Run 1, cells colored by class:
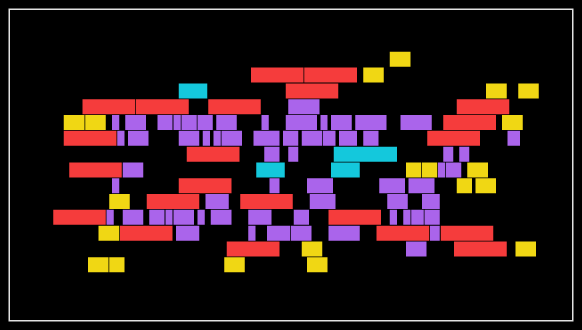
Run 1, PDN straps and rails:
Scale bar: 20 um. Pins as bars on the die edge.
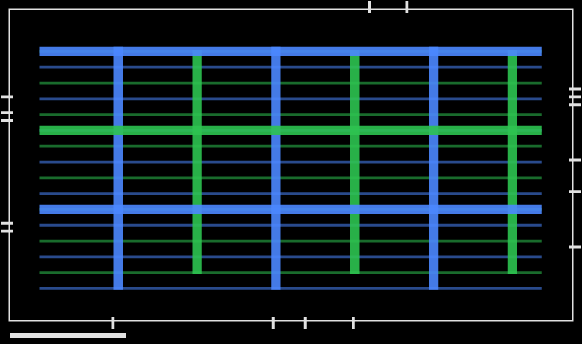
Run 1, track usage over the die:
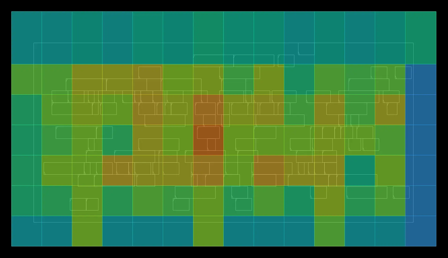
$ cat src/rtl/bit_deserializer.sv
// -----------------------------------------------------------------------------
// bit_deserializer
//
// Serial-to-parallel converter for the ZigBee baseband receive path. It
// collects one bit per valid input cycle, LSB first, into a WIDTH-bit word.
// Each completed word is offered on a valid/ready output handshake. When the
// output register is still occupied and the downstream is stalled, the new
// word is dropped and outOverflow pulses for one cycle.
//
// Parameters:
//   WIDTH        bits per output word, legal range 2..32
//                (8 = byte reassembly, 4 = ZigBee symbol)
//
// Ports:
//   inClk        system clock, rising edge
//   inResetN     asynchronous active-low reset
//   inBit        serial data bit
//   inValid      inBit is valid this cycle (always accepted)
//   inClear      synchronous flush of the partial word and the output register
//   outReady     downstream accepts outData this cycle
//   outData      assembled word, first-received bit at bit 0
//   outValid     outData holds an unconsumed word
//   outBusy      a partial word is in progress
//   outOverflow  one-cycle pulse when a completed word is discarded
//   outOvfCount  saturating count of overflow pulses
//                (present only with DESER_OVERFLOW_CNT_EN)
//
// Build option:
//   DESER_OVERFLOW_CNT_EN  adds the outOvfCount port and its counter.
// -----------------------------------------------------------------------------
module bit_deserializer #(
   parameter int WIDTH = 8
) (
   input  logic             inClk,
   input  logic             inResetN,
   input  logic             inBit,
   input  logic             inValid,
   input  logic             inClear,
   input  logic             outReady,
   output logic [WIDTH-1:0] outData,
   output logic             outValid,
   output logic             outBusy,
   output logic             outOverflow
`ifdef DESER_OVERFLOW_CNT_EN
   ,
   output logic [7:0]       outOvfCount
`endif
);

   localparam int            CW   = $clog2(WIDTH);
   localparam logic [CW-1:0] LAST = CW'(WIDTH - 1);

   logic [CW-1:0]    bitCnt;
   logic [CW-1:0]    cntNext;
   logic [WIDTH-1:0] shiftReg;
   logic [WIDTH-1:0] shiftNext;
   logic [WIDTH-1:0] dataNext;
   logic             validNext;
   logic             ovfNext;
   logic             busyNext;

   // NOTE: every variable gets a default at the top of the block so that no
   // path leaves it unassigned; otherwise synthesis infers a latch.
   always_comb begin
      cntNext   = bitCnt;
      shiftNext = shiftReg;
      dataNext  = outData;
      validNext = outValid;
      ovfNext   = 1'b0;

      // A transfer empties the output register unless a new word refills it.
      if (outValid && outReady) begin
         validNext = 1'b0;
      end

      if (inValid) begin
         shiftNext[bitCnt] = inBit;
         if (bitCnt == LAST) begin
            cntNext = '0;
            // shiftNext now holds the complete word including the current bit.
            if (!outValid || outReady) begin
               dataNext  = shiftNext;
               validNext = 1'b1;
            end else begin
               ovfNext = 1'b1;
            end
         end else begin
            cntNext = bitCnt + CW'(1);
         end
      end

      // Clear overrides everything above; outData is don't-care once invalid.
      if (inClear) begin
         cntNext   = '0;
         shiftNext = '0;
         dataNext  = outData;
         validNext = 1'b0;
         ovfNext   = 1'b0;
      end

      busyNext = (cntNext != '0);
   end

   // NOTE: state registers use non-blocking assignments so all of them update
   // together from values computed in the previous cycle.
   always_ff @(posedge inClk or negedge inResetN) begin
      if (!inResetN) begin
         bitCnt      <= '0;
         shiftReg    <= '0;
         outData     <= '0;
         outValid    <= 1'b0;
         outBusy     <= 1'b0;
         outOverflow <= 1'b0;
      end else begin
         bitCnt      <= cntNext;
         shiftReg    <= shiftNext;
         outData     <= dataNext;
         outValid    <= validNext;
         outBusy     <= busyNext;
         outOverflow <= ovfNext;
      end
   end

`ifdef DESER_OVERFLOW_CNT_EN
   // Counts the registered overflow pulses, so it trails outOverflow by one
   // cycle; saturates rather than wrapping so a long stall stays visible.
   always_ff @(posedge inClk or negedge inResetN) begin
      if (!inResetN) begin
         outOvfCount <= '0;
      end else if (inClear) begin
         outOvfCount <= '0;
      end else if (outOverflow && (outOvfCount != 8'hFF)) begin
         outOvfCount <= outOvfCount + 8'd1;
      end
   end
`endif

endmodule
$ cat config.mk
export PLATFORM = sky130hd
export DESIGN_NAME = bit_deserializer
export DESIGN_NICKNAME = d
export VERILOG_FILES = /design/src/rtl/bit_deserializer.sv
export SDC_FILE = /design/constraint.sdc
export NUM_CORES = 1
export LEC_CHECK = 0
export CAP_MARGIN = 15
export CORE_ASPECT_RATIO = 0.5
export CORE_MARGIN = 5
export CORE_UTILIZATION = 30
export DETAILED_ROUTE_END_ITERATION = 10
export PLACE_DENSITY_LB_ADDON = 0.05
export SYNTH_ARGS = -nofsm -noshare
export SYNTH_HDL_FRONTEND = slang
export SYNTH_SLANG_ARGS = --single-unit
$ cat constraint.sdc
create_clock -name inClk -period 2.54 [get_ports inClk]
set_input_delay 0.254 -clock inClk [delete_from_list [all_inputs] [get_ports inClk]]
set_output_delay 0.254 -clock inClk [all_outputs]
set_load 0.005 [all_outputs]
==> results_slide.txt, run 1 <==
Synthesis and Place & Route Summary

CTS
  • Number of buffers inserted by post-CTS setup repair: 0
  • Worst-Skew Late Latency: 0.27 ns
  • Total clock sinks: 22
  • H-tree lvl count: 1
  • Master cell of the clock root buffer: clkbuf_8
  • CTS tree: yes

Setup path
  • Worst-path cell chain: ha_1 > ha_1 > nand2_1 > nor3b_1 > buf_4 > mux2_2
  • CP max FO: 15
  • Required time worst endpoint: 2.70 ns
  • Worst path buffer plus inverter count: 1
  • Reg2Reg Capture Point: outData[0]$_DFFE_PN0P_
  • Number of cells on the critical path: 6
  • Worst reg-to-reg path cell count: 6
  • Source of the critical timing path: bitCnt[0]$_DFF_PN0_

Final timing
  • RSZ-0062 raised after global routing: no
  • Final Slew Violations: 0
  • Slew HR: 69.1%
  • Highest clock frequency the design can meet: 507 MHz
  • Worst hold slack: 0.331 ns

Power
  • Combinational power: 67.8 uW
  • Combinational share of power: 8.8%
  • Internal Pwr Total: 606 uW
  • Power attributed to the clock group: 328 uW
  • Power density relative to cell area: 553 nW/um^2

Final layout
  • NonClk Buf Share: 13.7%
  • Most frequent logic cell in the layout: dfrtp_1
  • Comb gates: 59
  • Layout cell share with drive strength beyond 1: 16.5%
  • Area delta synth->final: 23.3%
  • Sequential cell area: 551 sq um
  • Nonclk buf count: 20
  • Net total in the final layout: 118
  • Final Core Density: 39.4%
  • Number of sequential cells: 22
  • Multi-input logic area: 500 sq um
  • Final instance area: 1390 sq um

Drt
  • Total met3 wirelength after detailed routing: 212 um
  • DRT Pass-1 Iters: 7
  • Top Metal Used: met4
  • Via-to-Cell Ratio: 4.56
  • Total DRC errors in the routed layout: 0
  • Via count of the routed design: 730

Synthesis
  • Post-Synth Simple-Gate Area: 16.9%
  • Synth area leader: dfrtp_1
  • Warnings, synthesis: 0
  • Most common reg cell: dfrtp_1
  • Dominant cell by count in the synthesized netlist: dfrtp_1
  • Seq/Total Area, Yosys: 48.8%
  • Synthesized-area fraction occupied by adder cells: 2.22%
  • Ao+oa area frac: 3.55%
  • Synthesized netlist cell count: 93
  • Post-synth tally of flip-flops with integrated enable: 0
  • Mapped cell area: 1130 sq um
  • Ys async rst share: 100%
  • Xor/xnor share of the synthesized area: 0%
  • Dominant cell area share: 48.8%

Floorplan
  • X dimension of the die: 96.7 um
  • Placement Rows: 15
  • Fp_density: 32.0%
  • Placeable Area: 3530 sq um
  • Number of primary I/O pins: 17

Placed design
  • Port Buf Inserts: 16
  • Weighted congestion reported at the end of routability-driven placement: 0.697
  • Dpl hpwl: 1520 um
  • Instance area after placement: 1320 sq um

Outcome
  • Run status: completed

Global routing
  • Vias in the first global route: 715
  • Maximum number of pins on one net before global-route repair: 23
  • First-pass GRT wire length: 3710 um
-- 'cells colored by class' (at the start) --
Red is flops, cells 22. Cyan is clock drivers and dummy loads, cells 4. Purple is all other logic, cells 63. Yellow is other buffers and delay cells, cells 20.

-- 'PDN straps and rails' (at the start) --
Green is VDD. Blue is VSS.
16 met1 rails follow the rows. 3 straps on met5. The core has 15 rows. 17 signal pins sit on the boundary.

-- 'track usage over the die' (at the start) --
most crowded layer after global routing: met1
met2 routing resource usage after global routing: 12.3%
met1 layer usage reported by global route: 13.0%
met3 usage: 4.87%
post-DR wirelength/cell: 13.5 um

## Run 2: what changed since run 1
==> constraint.sdc (replaced) <==
create_clock -name inClk -period 1.78 [get_ports inClk]
set_input_delay 0.178 -clock inClk [delete_from_list [all_inputs] [get_ports inClk]]
set_output_delay 0.178 -clock inClk [all_outputs]
set_load 0.005 [all_outputs]
Run 2, PDN straps and rails:
Scale bar: 20 um. Pins as bars on the die edge.
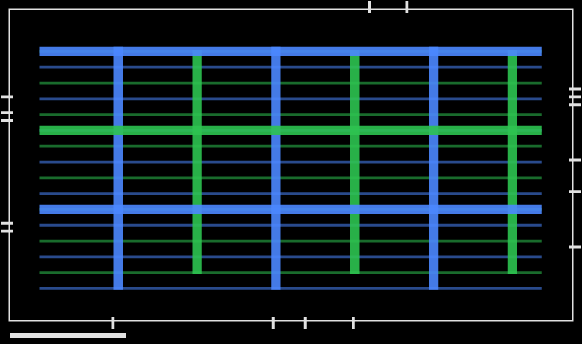
Blue is VSS. Green is VDD.
16 met1 rails follow the rows. The core has 15 rows. 17 signal pins sit on the boundary.

==> run 2 against run 1 <==
Effect of this change: fmax increased by 19%; combinational power increased by 68%; first-iteration DRC count decreased by 57%; hold slack got worse by 0.068 ns; final cell count increased by 1.3%; die size unchanged; synthesized cell count unchanged; sequential share of layout area increased by 0.21 points; total power increased by 22%; clock skew decreased by 0.0038 ns; routed wire length increased by 1.5%.
==> results_slide.txt, run 2 <==
Synthesis and Place & Route Summary

Outcome
  • Run status: completed

Floorplan
  • X dimension of the die: 96.7 um (unchanged)
  • Placement Rows: 15 (unchanged)
  • Fp_density: 32.0% (unchanged)
  • Number of tap instances: 51
  • Number of primary I/O pins: 17 (unchanged)
  • Placeable Area: 3530 sq um (unchanged)

Final layout
  • Sequential cell area: 551 sq um (unchanged)
  • Nonclk buf count: 23 (+15%)
  • NonClk Buf Share: 15.4% (+1.7 points)
  • Fraction of area in registers: 39.8%
  • Final instance area: 1380 sq um (-0.54%)
  • Layout cell share with drive strength beyond 1: 18.0% (+1.5 points)
  • Final Core Density: 39.2% (-0.21 points)
  • Area delta synth->final: 22.6%
  • Number of sequential cells: 22 (unchanged)
  • Comb gates: 59 (unchanged)
  • Final cell count without fillers: 162
  • Most frequent logic cell in the layout: dfrtp_1
  • Net total in the final layout: 121 (+2.5%)
  • Multi-input logic area: 500 sq um (unchanged)

Drt
  • Total length of routed met2 wires: 948 um
  • DRT Pass-1 Iters: 4 (-3)
  • Via count of the routed design: 741 (+1.5%)
  • Post-DR wirelength/cell: 13.5 um (+0.23%)
  • Total DRC errors in the routed layout: 0 (unchanged)
  • Via-to-Cell Ratio: 4.57 (+0.25%)
  • Total met3 wirelength after detailed routing: 129 um (-39%)
  • Top Metal Used: met3

Synthesis
  • Average footprint of a synthesized cell: 12.1 sq um
  • Most common reg cell: dfrtp_1
  • Dominant cell area share: 48.8% (unchanged)
  • Ao+oa area frac: 3.55% (unchanged)
  • Synth area leader: dfrtp_1
  • Xor/xnor share of the synthesized area: 0% (unchanged)
  • Mapped cell area: 1130 sq um (unchanged)
  • Synthesized-area fraction occupied by adder cells: 2.22% (unchanged)
  • Ys async rst share: 100% (unchanged)
  • Synthesized netlist cell count: 93 (unchanged)
  • Seq/Total Area, Yosys: 48.8% (unchanged)
  • Post-Synth Simple-Gate Area: 16.9% (unchanged)
  • Post-synth tally of flip-flops with integrated enable: 0 (unchanged)
  • Warnings, synthesis: 0 (unchanged)
  • Dominant cell by count in the synthesized netlist: dfrtp_1
  • Commonest cells in the netlist: 22 x dfrtp_1, 14 x mux2i_1, 10 x nor2_1

Final timing
  • Min cycle time layout: 1.65 ns
  • RSZ-0062 raised after global routing: no
  • Highest clock frequency the design can meet: 605 MHz (+19%)
  • Slew HR: 72.2% (+3.1 points)
  • Worst hold slack: 0.262 ns (-0.0684 ns)
  • Final Slew Violations: 0 (unchanged)

Setup path
  • Critical path capture point: outData[0]$_DFFE_PN0P_
  • Data arrival time of the worst path: 1.80 ns
  • Required time worst endpoint: 1.93 ns (-0.77 ns)
  • Worst-path cell chain: ha_1 > ha_1 > nand2_1 > nor3b_1 > buf_4 > mux2_2
  • Source of the critical timing path: bitCnt[0]$_DFF_PN0_
  • Reg2Reg Capture Point: outData[0]$_DFFE_PN0P_
  • Number of cells on the critical path: 6 (unchanged)
  • Worst reg-to-reg path cell count: 6 (unchanged)
  • Path type of the worst setup path: reg -> reg
  • CP max FO: 8 (-7)
  • RR Startpoint: bitCnt[0]$_DFF_PN0_
  • Worst path buffer plus inverter count: 1 (unchanged)

Placed design
  • Dpl hpwl: 1530 um (+0.50%)
  • Weighted congestion reported at the end of routability-driven placement: 0.667 (-4.3%)
  • Port Buf Inserts: 16 (unchanged)
  • Instance area after placement: 1340 sq um (+1.7%)

CTS
  • Worst-Skew Late Latency: 0.26 ns (about the same)
  • Total clock sinks: 22 (unchanged)
  • Master cell of the clock root buffer: clkbuf_8
  • CTS tree: yes
  • Number of buffers inserted by post-CTS setup repair: 0 (unchanged)
  • H-tree lvl count: 1 (unchanged)

Global routing
  • First-pass GRT wire length: 3880 um (+4.6%)
  • Most crowded layer after global routing: met2
  • Vias in the first global route: 808 (+13%)
  • Maximum number of pins on one net before global-route repair: 23 (unchanged)
  • Met1 layer usage reported by global route: 11.7% (-1.2 points)
  • Met3 usage: 4.74% (-0.13 points)
  • Met2 routing resource usage after global routing: 16.2% (+3.9 points)

Power
  • Internal Pwr Total: 719 uW (+19%)
  • Combinational share of power: 12.2% (+3.4 points)
  • Combinational power: 114 uW (+68%)
  • Power attributed to the clock group: 302 uW (-7.9%)
  • Clock network fraction of total power: 32.2%
  • Power density relative to cell area: 678 nW/um^2 (+23%)
Run 2, port wiring:
Scale bar: 20 um.
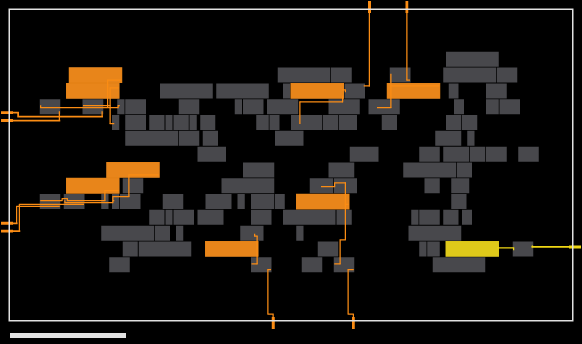
Yellow is outBusy, direction output, edge right, end cells 1, wire 9.50 um. Orange is outData, direction output, edge 4 left, 2 bottom, 2 top, end cells 8, wire 228 um.

Power is estimated from default activity; no workload was simulated.
